===== config.mk =====
export PLATFORM = sky130hd
export DESIGN_NAME = writeback
export DESIGN_NICKNAME = d
export VERILOG_FILES = /design/src/rtl/writeback.sv
export SDC_FILE = /design/constraint.sdc
export NUM_CORES = 1
export LEC_CHECK = 0
export CAP_MARGIN = 20
export CELL_PAD_IN_SITES_DETAIL_PLACEMENT = 1
export CELL_PAD_IN_SITES_GLOBAL_PLACEMENT = 1
export CORE_MARGIN = 2
export CORE_UTILIZATION = 56
export CTS_CLUSTER_DIAMETER = 120
export DETAILED_ROUTE_END_ITERATION = 12
export DONT_BUFFER_PORTS = 1
export GPL_TIMING_DRIVEN = 0
export PLACE_DENSITY_LB_ADDON = 0.25
export SLEW_MARGIN = 10
export SYNTH_ARGS = -nofsm -noshare
export SYNTH_HDL_FRONTEND = slang
export SYNTH_SLANG_ARGS = --single-unit

===== constraint.sdc =====
create_clock -name clk -period 4.8 [get_ports clk]
set_input_delay 0.48 -clock clk [delete_from_list [all_inputs] [get_ports clk]]
set_output_delay 0.48 -clock clk [all_outputs]
set_load 0.005 [all_outputs]

===== src/rtl/writeback.sv =====
// Writeback stage: per-channel result FIFOs for the ALU and MEM units, merged by a
// round-robin arbiter into one registered register-file write port (res_v / ok_i).

module writeback_fifo #(
    parameter int WIDTH = 37,
    parameter int DEPTH = 2
) (
    input  logic             clk,
    input  logic             rst_n,
    input  logic             push,
    input  logic             pop,
    input  logic [WIDTH-1:0] wdata,
    output logic [WIDTH-1:0] rdata,
    output logic             full,
    output logic             empty
);
    localparam int AW = $clog2(DEPTH);
    localparam int CW = AW + 1;
    localparam logic [CW-1:0] FULL_COUNT = CW'(DEPTH);

    logic [WIDTH-1:0] mem_q [DEPTH];
    logic [AW-1:0]    wr_ptr_q, wr_ptr_d;
    logic [AW-1:0]    rd_ptr_q, rd_ptr_d;
    logic [CW-1:0]    count_q, count_d;

    // NOTE: every always_comb output gets a default first, so no path can infer a latch.
    always_comb begin
        wr_ptr_d = wr_ptr_q;
        rd_ptr_d = rd_ptr_q;
        count_d  = count_q;
        if (push) wr_ptr_d = wr_ptr_q + 1'b1;
        if (pop)  rd_ptr_d = rd_ptr_q + 1'b1;
        case ({push, pop})
            2'b10:   count_d = count_q + 1'b1;
            2'b01:   count_d = count_q - 1'b1;
            default: count_d = count_q;
        endcase
    end

    // NOTE: sequential state uses non-blocking assignments so all flops sample pre-edge values.
    always_ff @(posedge clk or negedge rst_n) begin
        if (!rst_n) begin
            wr_ptr_q <= '0;
            rd_ptr_q <= '0;
            count_q  <= '0;
        end else begin
            wr_ptr_q <= wr_ptr_d;
            rd_ptr_q <= rd_ptr_d;
            count_q  <= count_d;
        end
    end

    // NOTE: the storage array is not reset; an entry is only read while count_q marks it valid.
    always_ff @(posedge clk) begin
        if (push) mem_q[wr_ptr_q] <= wdata;
    end

    assign rdata = mem_q[rd_ptr_q];
    assign full  = (count_q == FULL_COUNT);
    assign empty = (count_q == '0);
endmodule

module writeback #(
    parameter int xlen       = 32,
    parameter int FIFO_DEPTH = 2
) (
    input  logic            clk,
    input  logic            rst_n,
    input  logic            alu_v,
    input  logic [4:0]      alu_rd,
    input  logic [xlen-1:0] alu_data,
    output logic            alu_ok_o,
    input  logic            mem_v,
    input  logic [4:0]      mem_rd,
    input  logic [xlen-1:0] mem_data,
    output logic            mem_ok_o,
    output logic            res_v,
    output logic [4:0]      res_adr,
    output logic [xlen-1:0] res_data,
    input  logic            ok_i
);
    localparam int EW = 5 + xlen;

    typedef enum logic {
        GRANT_ALU = 1'b0,
        GRANT_MEM = 1'b1
    } grant_e;

    logic            alu_full, alu_empty, alu_push, alu_pop;
    logic            mem_full, mem_empty, mem_push, mem_pop;
    logic [EW-1:0]   alu_head, mem_head;
    logic            slot_free;

    logic            res_v_q, res_v_d;
    logic [4:0]      res_adr_q, res_adr_d;
    logic [xlen-1:0] res_data_q, res_data_d;
    grant_e          last_grant_q, last_grant_d;

    // Acceptance looks only at the registered count; rd == 0 completes the handshake but is dropped.
    assign alu_ok_o = !alu_full;
    assign mem_ok_o = !mem_full;
    assign alu_push = alu_v && alu_ok_o && (alu_rd != 5'd0);
    assign mem_push = mem_v && mem_ok_o && (mem_rd != 5'd0);
    assign slot_free = !res_v_q || ok_i;

    writeback_fifo #(.WIDTH(EW), .DEPTH(FIFO_DEPTH)) u_alu_fifo (
        .clk   (clk),
        .rst_n (rst_n),
        .push  (alu_push),
        .pop   (alu_pop),
        .wdata ({alu_rd, alu_data}),
        .rdata (alu_head),
        .full  (alu_full),
        .empty (alu_empty)
    );

    writeback_fifo #(.WIDTH(EW), .DEPTH(FIFO_DEPTH)) u_mem_fifo (
        .clk   (clk),
        .rst_n (rst_n),
        .push  (mem_push),
        .pop   (mem_pop),
        .wdata ({mem_rd, mem_data}),
        .rdata (mem_head),
        .full  (mem_full),
        .empty (mem_empty)
    );

    // On a tie the channel not granted last time wins; a lone non-empty channel always wins.
    always_comb begin
        res_v_d      = res_v_q;
        res_adr_d    = res_adr_q;
        res_data_d   = res_data_q;
        last_grant_d = last_grant_q;
        alu_pop      = 1'b0;
        mem_pop      = 1'b0;
        if (slot_free) begin
            if (!alu_empty && (mem_empty || last_grant_q == GRANT_MEM)) begin
                alu_pop                 = 1'b1;
                res_v_d                 = 1'b1;
                {res_adr_d, res_data_d} = alu_head;
                last_grant_d            = GRANT_ALU;
            end else if (!mem_empty) begin
                mem_pop                 = 1'b1;
                res_v_d                 = 1'b1;
                {res_adr_d, res_data_d} = mem_head;
                last_grant_d            = GRANT_MEM;
            end else begin
                res_v_d = 1'b0;
            end
        end
    end

    always_ff @(posedge clk or negedge rst_n) begin
        if (!rst_n) begin
            res_v_q      <= 1'b0;
            res_adr_q    <= '0;
            res_data_q   <= '0;
            last_grant_q <= GRANT_ALU;
        end else begin
            res_v_q      <= res_v_d;
            res_adr_q    <= res_adr_d;
            res_data_q   <= res_data_d;
            last_grant_q <= last_grant_d;
        end
    end

    assign res_v    = res_v_q;
    assign res_adr  = res_adr_q;
    assign res_data = res_data_q;
endmodule


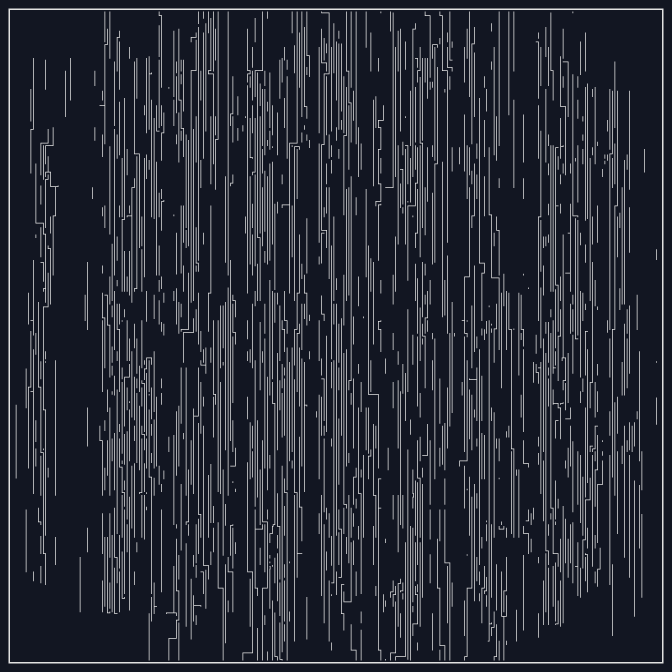
(run_1/layer_met2.png)
nets with wire on the layer	538
share of all routed wire	52%
wire length on this layer	10000 microns
via count: 4607
M2 GR Usage: 47.09%

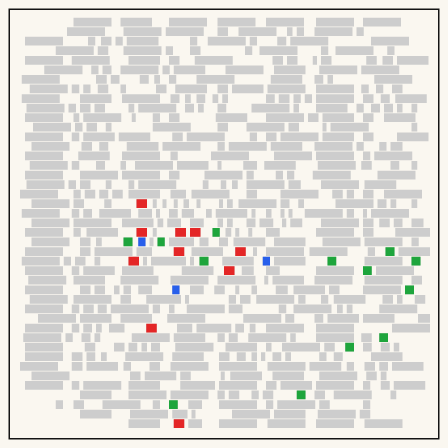
(run_1/logic_types.png)
colour	family	cells	most used
green	and/or cells	13	and2b_1
blue	nand cells	3	nand2b_1
red	xor and xnor cells	10	xnor2_1
most frequent logic cell in the layout: edfxtp_1
Final Instance Count excl. Fillers: 717
Comb/total area: 21.68%

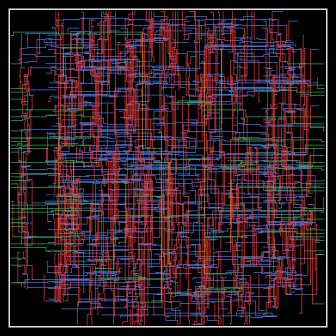
(run_1/wires.png)
colour	layer	wire length
red	metal 2	10000 microns
orange	metal 4	471 microns
blue	metal 1	7460 microns
green	metal 3	1360 microns
Total GRT Usage: 27.56%
Post-Route WL: 19310 microns
WL per Instance: 26.93 microns

==> flow_summary.toml, run 1 <==
# flow metrics
[final_layout]
logic_area_sq_um = 1913
num_antenna_cells = 0
clock_buffers = 18
area_dominant_class = "sequential cells"
area_share_nonclk_buffers_pct = 4.522
fillCellCount = 1244
drive_above_1_share_pct = 12.85
seq_area_sq_um = 5620
inv_count = 2
fin_nets = 605
postLayoutCellArea_sq_um = 8826

[drt]
dr.pass1.iters = 7
wl_met3_microns = 1361
met2WireLength_microns = 10010
drtAntennaViolNets = 0
vias_per_cell = 6.425
drt-initial-drc-count = 341

[synth]
simple_gate_area_share_pct = 7.463
syn_area_sq_um = 7762
synth_flops = 195
mux_area_share_pct = 0
synth-seq-area-share_pct = 72.40
yosys.area_share.aoi_pct = 15.34
synthesis.nets = 580
ys_types = 29
synth_warnings = 0
ys_cells = 499

[sta]
skew_ns = 0.007283
slew_headroom_pct = 51.82
finalHoldViolCount = 0
clock.fmax_ghz = 0.4239
finalSetupViolCount = 0

[setup_path]
path_max_fanout = 10
crit_required_ns = 5.12
crit_arrival_ns = 2.68
cp-start-kind = "register"
endpoint_kind = "register"
path_cells = "nor2b_1, clkbuf_1, nor3_2, ha_1, xnor2_1, nor2_1, xor2_1"
r2r_cells = 7
max_stage_delay_ns = 0.52
cpMaxStageDelayCell = "clkbuf_1"
r2r_slack_ns = 2.44
crit_family = "simple AND/OR/NAND/NOR gates"
reg2reg_from = "res_v"

[clocking]
cts_made_buffers = 17
cts_tree = "done"
cts_sinks = 195
cts_buffer_depth = 2
root_buffer = "clkbuf_16"

[global_route]
grt_max_degree = 48
grt_pass1_vias = 5000
grt_pass1_wl_microns = 29260
antenna_found_initial = 0

[outcome]
run_status = "finished clean"

[die]
die_area_sq_um = 14820
tap_cells = 180
initial_utilization_pct = 56.58
ios = 119
die_x_microns = 121.7
rows = 43

[placed_design]
placed_area_sq_um = 8128
gp_congestion = 0.7576
dp_hpwl_microns = 12550
pre_cts_ws_ns = 2.512

[flow_run]
cap_violations = 0

[power_and_ir_drop]
p_leak_uw = 0.002981

[hold_path]
hold_depth = 0
## run 1: routing by layer
layer	vias to the layer above	track usage (%)
li1	2028	-
met1	2372	33.34
met2	175	47.09
met3	32	7.912
met4	0	10.63
met5	-	0
## run 1: registers in the layout, summed over array words and instances (netlist names)
signal / flops
res_data: 32
last_grant_q: 1
u_alu_fifo.wr_ptr_q: 1
u_mem_fifo.mem_q: 74
u_alu_fifo.mem_q: 74
u_mem_fifo.count_q: 2
res_v: 1
u_mem_fifo.rd_ptr_q: 1
res_adr: 5
u_alu_fifo.count_q: 2
u_alu_fifo.rd_ptr_q: 1
u_mem_fifo.wr_ptr_q: 1
## run 1: Yosys cell counts (all sizes together)
| cell | count | area [sq um] |
|---|---|---|
| edfxtp | 148 | 4444 |
| nor2b | 66 | 412.9 |
| dfrtp | 47 | 1176 |
| a2111oi | 37 | 330.3 |
| a221oi | 37 | 324.1 |
| o21ai | 37 | 185.2 |
| o31ai | 37 | 277.8 |
| buf | 26 | 183.9 |
| clkbuf | 18 | 67.56 |
| and2b | 9 | 67.56 |
| nor2 | 8 | 30.03 |
| xnor2 | 6 | 52.55 |
| xor2 | 4 | 35.03 |
| nand2b | 3 | 18.77 |
| ha | 2 | 25.02 |
| inv | 2 | 7.510 |
| o211ai | 2 | 25.02 |
| or2 | 2 | 12.51 |
| or4 | 2 | 15.01 |
| a211oi | 1 | 20.02 |
| a21o | 1 | 7.510 |
| nor3 | 1 | 10.01 |
| nor4 | 1 | 12.51 |
| o21ba | 1 | 10.01 |
| o21bai | 1 | 11.26 |
## run 1: how the worst max path moves through the flow
stage	startpoint	end	slack [ns]	depth (start not counted)
after floorplan	u_alu_fifo.count_q[0]	u_alu_fifo.mem_q[0][0]	2.05	3
after global placement	u_alu_fifo.count_q[0]	u_alu_fifo.mem_q[0][18]	0.85	3
after detailed placement	ok_i	u_mem_fifo.count_q[1]	2.51	7
after CTS	res_v	u_alu_fifo.count_q[1]	2.51	7
after global routing	res_v	u_alu_fifo.count_q[1]	2.35	7
final	res_v	u_alu_fifo.count_q[1]	2.44	7
## run 1: cells in the final DEF (no fill, tap or decap), drive strengths merged
cell and instances:
edfxtp 148, nor2b 66, dfrtp 47, a221oi 37, o31ai 37, o21ai 37, a2111oi 37, clkbuf 36
buf 31, and2b 9, nor2 8, xnor2 6, bufinv 6, clkinv 6, xor2 4, inv 4
nand2b 3, or2 2, or4 2, o211ai 2, ha 2, a211oi 1, o21ba 1, nor3 1
o21bai 1, nor4 1, a21o 1, dlygate4sd3 1
## run 1: through the flow
stage | util [%] | hold WS, ns | power, uW
after global placement | 58.22 | 0.1865 | 4374
after CTS | 64.33 | 0.1261 | 6190
final | 64.33 | 0.1354 | 6164
after global routing | 64.33 | 0.1174 | 6463
after floorplan | - | 0.1844 | 3857
after detailed placement | 59.24 | 0.1861 | 4569
## run 1: report_power, final
group	total (uW)	switching (uW)	leakage [uW]	internal, uW
Combinational	1970	1260	0.000725	703
Clock	1580	605	0.000321	975
Sequential	2620	260	0.00193	2360
Total	6160	2130	0.00298	4040
## run 1: what timing repair did
item / CTS / global route
resized: 0 / 0
buffers inserted: 0 / 0
hold endpoints to repair: 47 / 0
hold buffers: 2 / 0
## Run 2: what changed since run 1
- CORE_UTILIZATION: 56 -> 47
- clock period: 4.8 -> 1.9 ns (I/O delays scaled with it)
==> run 2 against run 1 <==
Effect of this change: the run now ends with setup timing left; highest routed layer unchanged; setup slack worse by 2.5 ns; first-iteration DRC count up 20%; utilization down 3.1 points; largest cell class unchanged; largest power group unchanged; sequential share of layout area down 6.2 points.
==> flow_summary.toml, run 2 <==
# flow metrics
[setup_path]
path_max_fanout = 6
endpoint_kind = "register"
r2r_slack_ns = -0.01
worstSetupStartpoint = "u_mem_fifo.count_q[1]"

[drt]
vias_per_cell = 5.948
wl_microns = 21080
drt-initial-drc-count = 410
wl_per_cell_microns = 25.09
dr.pass1.iters = 5

[synth]
synth_flops = 195
synthesis.nets = 580
synth-seq-area-share_pct = 72.40
ys_cells = 499
edf_count = 148
ys_types = 29
common_cells = "edfxtp_1 (148), nor2b_1 (66), dfrtp_1 (47)"

[die]
rows = 46
ios = 119
initial_utilization_pct = 48.51
die_x_microns = 132.5

[power_and_ir_drop]
swShare_pct = 35.90
p_sw_uw = 5689
power_frac_clock_pct = 21.2
seqPwrFrac_pct = 42.0

[global_route]
grt_util_met1_pct = 29.91
met2_usage_pct = 43.52
top_usage_layer = "met2"

[sta]
finalSetupViolCount = 2
slew_headroom_pct = 57.35
finalHoldViolCount = 0
worst_slack_ns = -0.01367

[outcome]
run_status = "finished with violations"
violations = "setup timing"

[placed_design]
dp_hpwl_microns = 12950
gp_congestion = 0.7872
pre_cts_ws_ns = -0.3173

[clocking]
root_buffer = "clkbuf_16"
cts_tree = "done"
cts_sinks = 195

[final_layout]
layout_top_cell = "edfxtp_1"
drive_above_1_share_pct = 16.51
-- run 2: netlist changes by cell type in the layout (fill, tap and decap cells not counted), moves of 5 or more --
cell	change
a2111oi_0	-14
a2111oi_2	+5
a2111oi_1	+8
dlygate4sd3_1	+74
buf_4	+11
bufinv_16	-5
-- run 2: worst max-delay path: stages (launching register included) --
cell and delay (ns):
dfrtp_2 0.49, o21ba_4 0.25, buf_6 0.12, buf_12 0.13, nor3_4 0.28, ha_4 0.19
xnor2_2 0.11, nor2_1 0.07, xor2_1 0.16
-- run 2: power by group through the flow --
stage | sequential (uW) | combinational, uW | clock [uW]
final | 6650 | 5830 | 3370
after global routing | 6770 | 6310 | 3550
after CTS | 6620 | 5360 | 3380
after detailed placement | 6700 | 4940 | 0
after global placement | 6660 | 4490 | 0
after floorplan | 6440 | 3300 | 0
-- run 2: per-stage QoR --
stage	utilization (%)	total power, uW	TNS (ns)	area (sq um)
global placement	50.27	11150	-152.20	8043
floorplan	-	9739	-36.33	7772
detailed placement	51.08	11650	-20.09	8173
CTS	60.09	15360	-0.01417	9614
global route	61.20	16630	-0.5131	9792
finish	61.20	15850	-0.02676	9792
-- run 2: logic make-up after synthesis --
kind of cell,Yosys count,share of synthesized area (%)
AND-OR/OR-AND,154,15.34
AND/OR/NAND/NOR,92,7.463
adder cells (fa/ha/maj),2,0.3223
flip-flops,195,72.40
buffers and inverters,46,3.337
XOR/XNOR,10,1.128
-- run 2: worst min path at each step --
stage | to | cells after the start | startpoint | slack, ns
2_1_floorplan | last_grant_q | 0 | rst_n | -0.11
5_1_grt | u_alu_fifo.wr_ptr_q | 2 | alu_v | 0.09
3_3_place_gp | res_data[1] | 0 | rst_n | -0.10
6_report | u_alu_fifo.wr_ptr_q | 2 | alu_v | 0.06
3_5_place_dp | res_data[1] | 0 | rst_n | -0.10
4_1_cts | u_alu_fifo.wr_ptr_q | 2 | alu_v | 0.02
-- run 2: cell type report --
type	instances	area, sq um	share of cell area [%]
well taps	216	270.3	2.760
inverters	2	7.507	0.07667
flip-flops and latches	195	5624	57.44
clock inverters	9	85.08	0.8689
clock buffers	23	457.9	4.677
multi-input cells	258	2031	20.74
repair buffers	95	1039	10.61
plain buffers	42	277.8	2.837
-- run 2: timing repair --
item,CTS,global route
setup buffers,7,8
pin swaps,4,5
hold buffers,76,0
setup endpoints to repair,164,19
endpoints found under the hold margin,195,0
resized,13,38
-- run 2: layer usage --
layer  share of wire, %  vias up
met5                  0        -
met4                1.3        0
met3                5.2       23
met2                 54      173
met1                 40     2591
li1                   -     2209
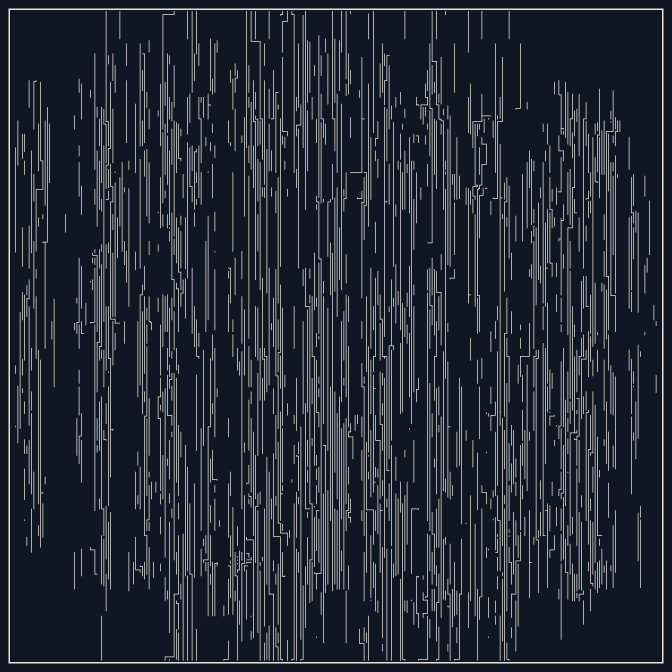
(run_2/layer_met2.png)
nets with wire on the layer	643
main direction	vertical
wire length on this layer	11300 microns
share of all routed wire	54%
longest straight run	68.7 microns

## Run 3: what changed since run 2
- CELL_PAD_IN_SITES_DETAIL_PLACEMENT: 1 -> unset
- CELL_PAD_IN_SITES_GLOBAL_PLACEMENT: 1 -> unset
- CORE_UTILIZATION: 47 -> 57
==> run 3 against run 2 <==
Effect of this change: setup slack improved by 0.077 ns; clock power up 3%; clock skew is 0.0051 ns lower; critical path depth decreased by 3; combinational power fell by 11%; the flow now finishes without violations; hold slack worse by 0.035 ns; power shrank 3.8%; highest routed layer unchanged; via count about the same.
==> flow_summary.toml, run 3 <==
# flow metrics
[outcome]
run_status = "finished clean"

[synth]
synth-seq-area-share_pct = 72.40
synthArstFlopShare_pct = 24.10
common_cells = "edfxtp_1 (148), nor2b_1 (66), dfrtp_1 (47)"
edf_count = 148
ys_types = 29
ys_cells = 499
synth_flops = 195
netlist_instances = 499
syn_avg_cell_area_sq_um = 15.56
synth_area_leader_cell = "edfxtp_1"
synthesis.nets = 580

[global_route]
overflow = 0
grt_pass1_wl_microns = 29030
track_usage_pct = 27.17

[sta]
finalSetupViolCount = 0
skew_ns = 0.009046
fin_crit_ns = 1.836
worst_slack_ns = 0.06378
finalHoldViolCount = 0
rsz0062_at_grt = "yes"
slew_violations = 0
setup_tns_ns = 0
slew_headroom_pct = 61.36

[clocking]
cts_sinks = 195
cts_buffer_depth = 2
root_buffer = "clkbuf_16"
h-tree-depth = 4
cts_tree = "done"

[die]
die_x_microns = 120.7
rows = 42
ios = 119
initial_utilization_pct = 58.39

[hold_path]
hold_depth = 2
hold_path_class = "input pin to register"
min_to = "u_alu_fifo.wr_ptr_q"
worstHoldStart = "alu_v"

[setup_path]
path_max_fanout = 10
path_cells = "nor4_2, clkbuf_4, buf_2, o21ai_0, o31ai_1"
reg2reg_from = "u_alu_fifo.count_q[1]"
cpMaxStageDelayCell = "dfrtp_2"
endpoint_kind = "register"
r2r_slack_ns = 0.06
max_stage_delay_ns = 0.44

[power_and_ir_drop]
p_leak_uw = 0.003281
total_power_uw = 15240
peakVddDrop_uv = 947.6

[drt]
wl_per_cell_microns = 23.95
vias_per_cell = 6.299
drt-initial-drc-count = 533
drc_errors = 0
wl_microns = 18990
dr.pass1.iters = 7
vias = 4995

[final_layout]
num_antenna_cells = 0
layout_top_cell = "edfxtp_1"
finish.utilization_pct = 71.84
drive_above_1_share_pct = 14.10

[placed_design]
gp_congestion = 0.7800
pre_cts_ws_ns = -0.1811
portBuffers = 0
dp_hpwl_microns = 11300
## run 3: cell count changes in the layout (fill, tap and decap cells not counted), moves of 3 or more
cell       change
a2111oi_1      -5
a2111oi_0     +11
clkbuf_1       -3
buf_4          -7
a2111oi_2      -5
buf_16         -4
clkinv_4       +3
## run 3: layout make-up
cell class | count | area (sq um)
fillers | 867 | 3744
flip-flops and latches | 195 | 5624
inverters | 2 | 7.507
multi-input cells | 258 | 1936
clock buffers | 19 | 432.9
clock inverters | 13 | 137.6
repair buffers | 86 | 928.4
well taps | 176 | 220.2
plain buffers | 44 | 265.3
## run 3: cell families (layout without fill, tap and decap cells)
kind of cell,count (synthesis),in the layout,share of synthesized area (%)
AND-OR/OR-AND,154,154,15.34
XOR/XNOR,10,10,1.128
adder cells (fa/ha/maj),2,2,0.3223
buffers and inverters,46,164,3.337
flip-flops,195,195,72.40
AND/OR/NAND/NOR,92,92,7.463
## run 3: power breakdown
part           switching (uW)  internal, uW  total, uW
sequential                654          5960       6610
clock                    1530          1930       3460
combinational            3180          1980       5160
## run 3: worst max path at each step
stage | start | end | slack [ns] | cells after the start
floorplan | u_alu_fifo.count_q[0] | u_alu_fifo.mem_q[0][0] | -0.25 | 3
global placement | u_mem_fifo.count_q[0] | u_mem_fifo.mem_q[1][18] | -0.95 | 4
detailed placement | res_v | u_alu_fifo.count_q[1] | -0.18 | 6
CTS | u_alu_fifo.count_q[0] | u_alu_fifo.count_q[1] | 0.01 | 7
global route | u_alu_fifo.count_q[1] | res_data[29] | -0.02 | 5
finish | u_alu_fifo.count_q[1] | res_data[29] | 0.06 | 5
## run 3: layer usage
layer | global-route usage, % | share of wire [%] | vias to the layer above
met5 | 0 | 0 | -
met4 | 8.285 | 1.5 | 0
met3 | 6.934 | 7.7 | 28
met2 | 45.59 | 51 | 247
met1 | 35.11 | 40 | 2521
li1 | - | - | 2199
## run 3: per-stage QoR
| stage | area [sq um] | hold WS, ns | std cells |
|---|---|---|---|
| final | 9552 | 0.02817 | 793 |
| after global routing | 9552 | 0.03090 | 793 |
| after CTS | 9497 | 0.01115 | 789 |
| after detailed placement | 8093 | -0.1035 | 679 |
| after global placement | 7993 | -0.1038 | 675 |
| after floorplan | 7772 | -0.1056 | 499 |
## run 3: critical path: cells and delay by family, from the launching register on
family,cells,cell delay (ns)
buf+inv,2,0.59
compound gates,2,0.28
flops,1,0.44
simple gates,1,0.40
## run 3: what timing repair did
action	CTS	global route
setup buffers	2	4
pin swaps	2	3
hold endpoints to repair	195	0
hold buffers	76	0
endpoints found under the setup margin	50	78
resized	6	15
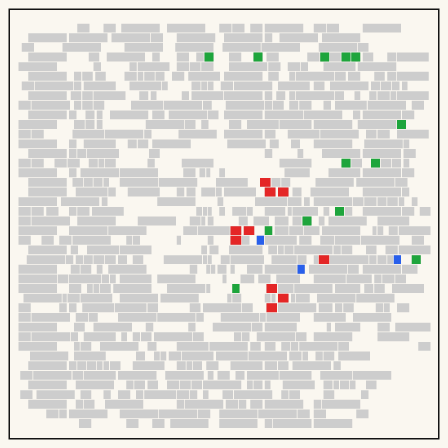
(run_3/logic_types.png)
colour	family	cells	most used
red	xor and xnor cells	10	xnor2_1
green	and/or cells	13	and2b_1
blue	nand cells	3	nand2b_1
Comb/total area: 20.26%
Final Instance Count excl. Fillers: 793


==> layout pictures side by side <==
Local utilization.
Plate I
12 x 12 tiles, from white (low) to dark blue (high), 0 to 100% covered.
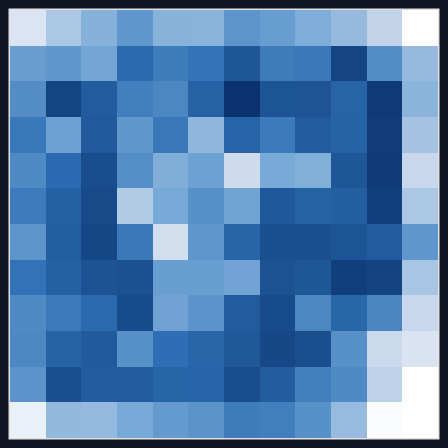
Plate II
12 x 12 tiles, from white (low) to dark blue (high), 0 to 100% covered.
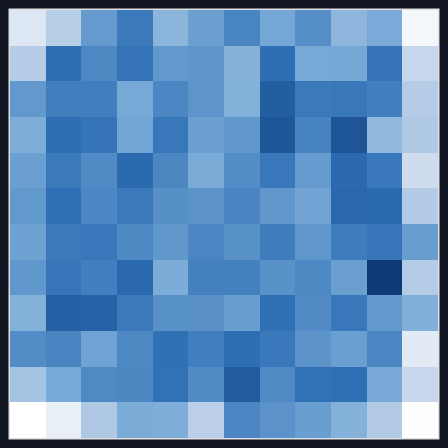
Plate III
13 x 13 tiles, from white (low) to dark blue (high), 0 to 100% covered.
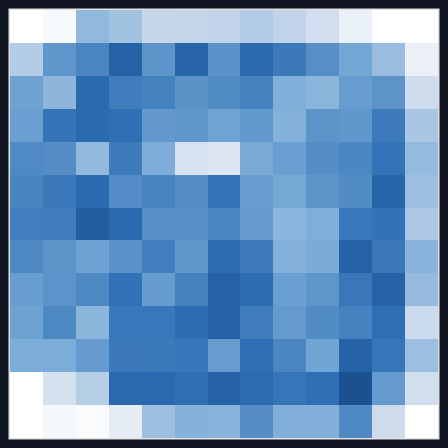
Run 3 is Plate I.
Run 1 is Plate II.
Run 2 is Plate III.

Power and IR drop assume default switching activity.
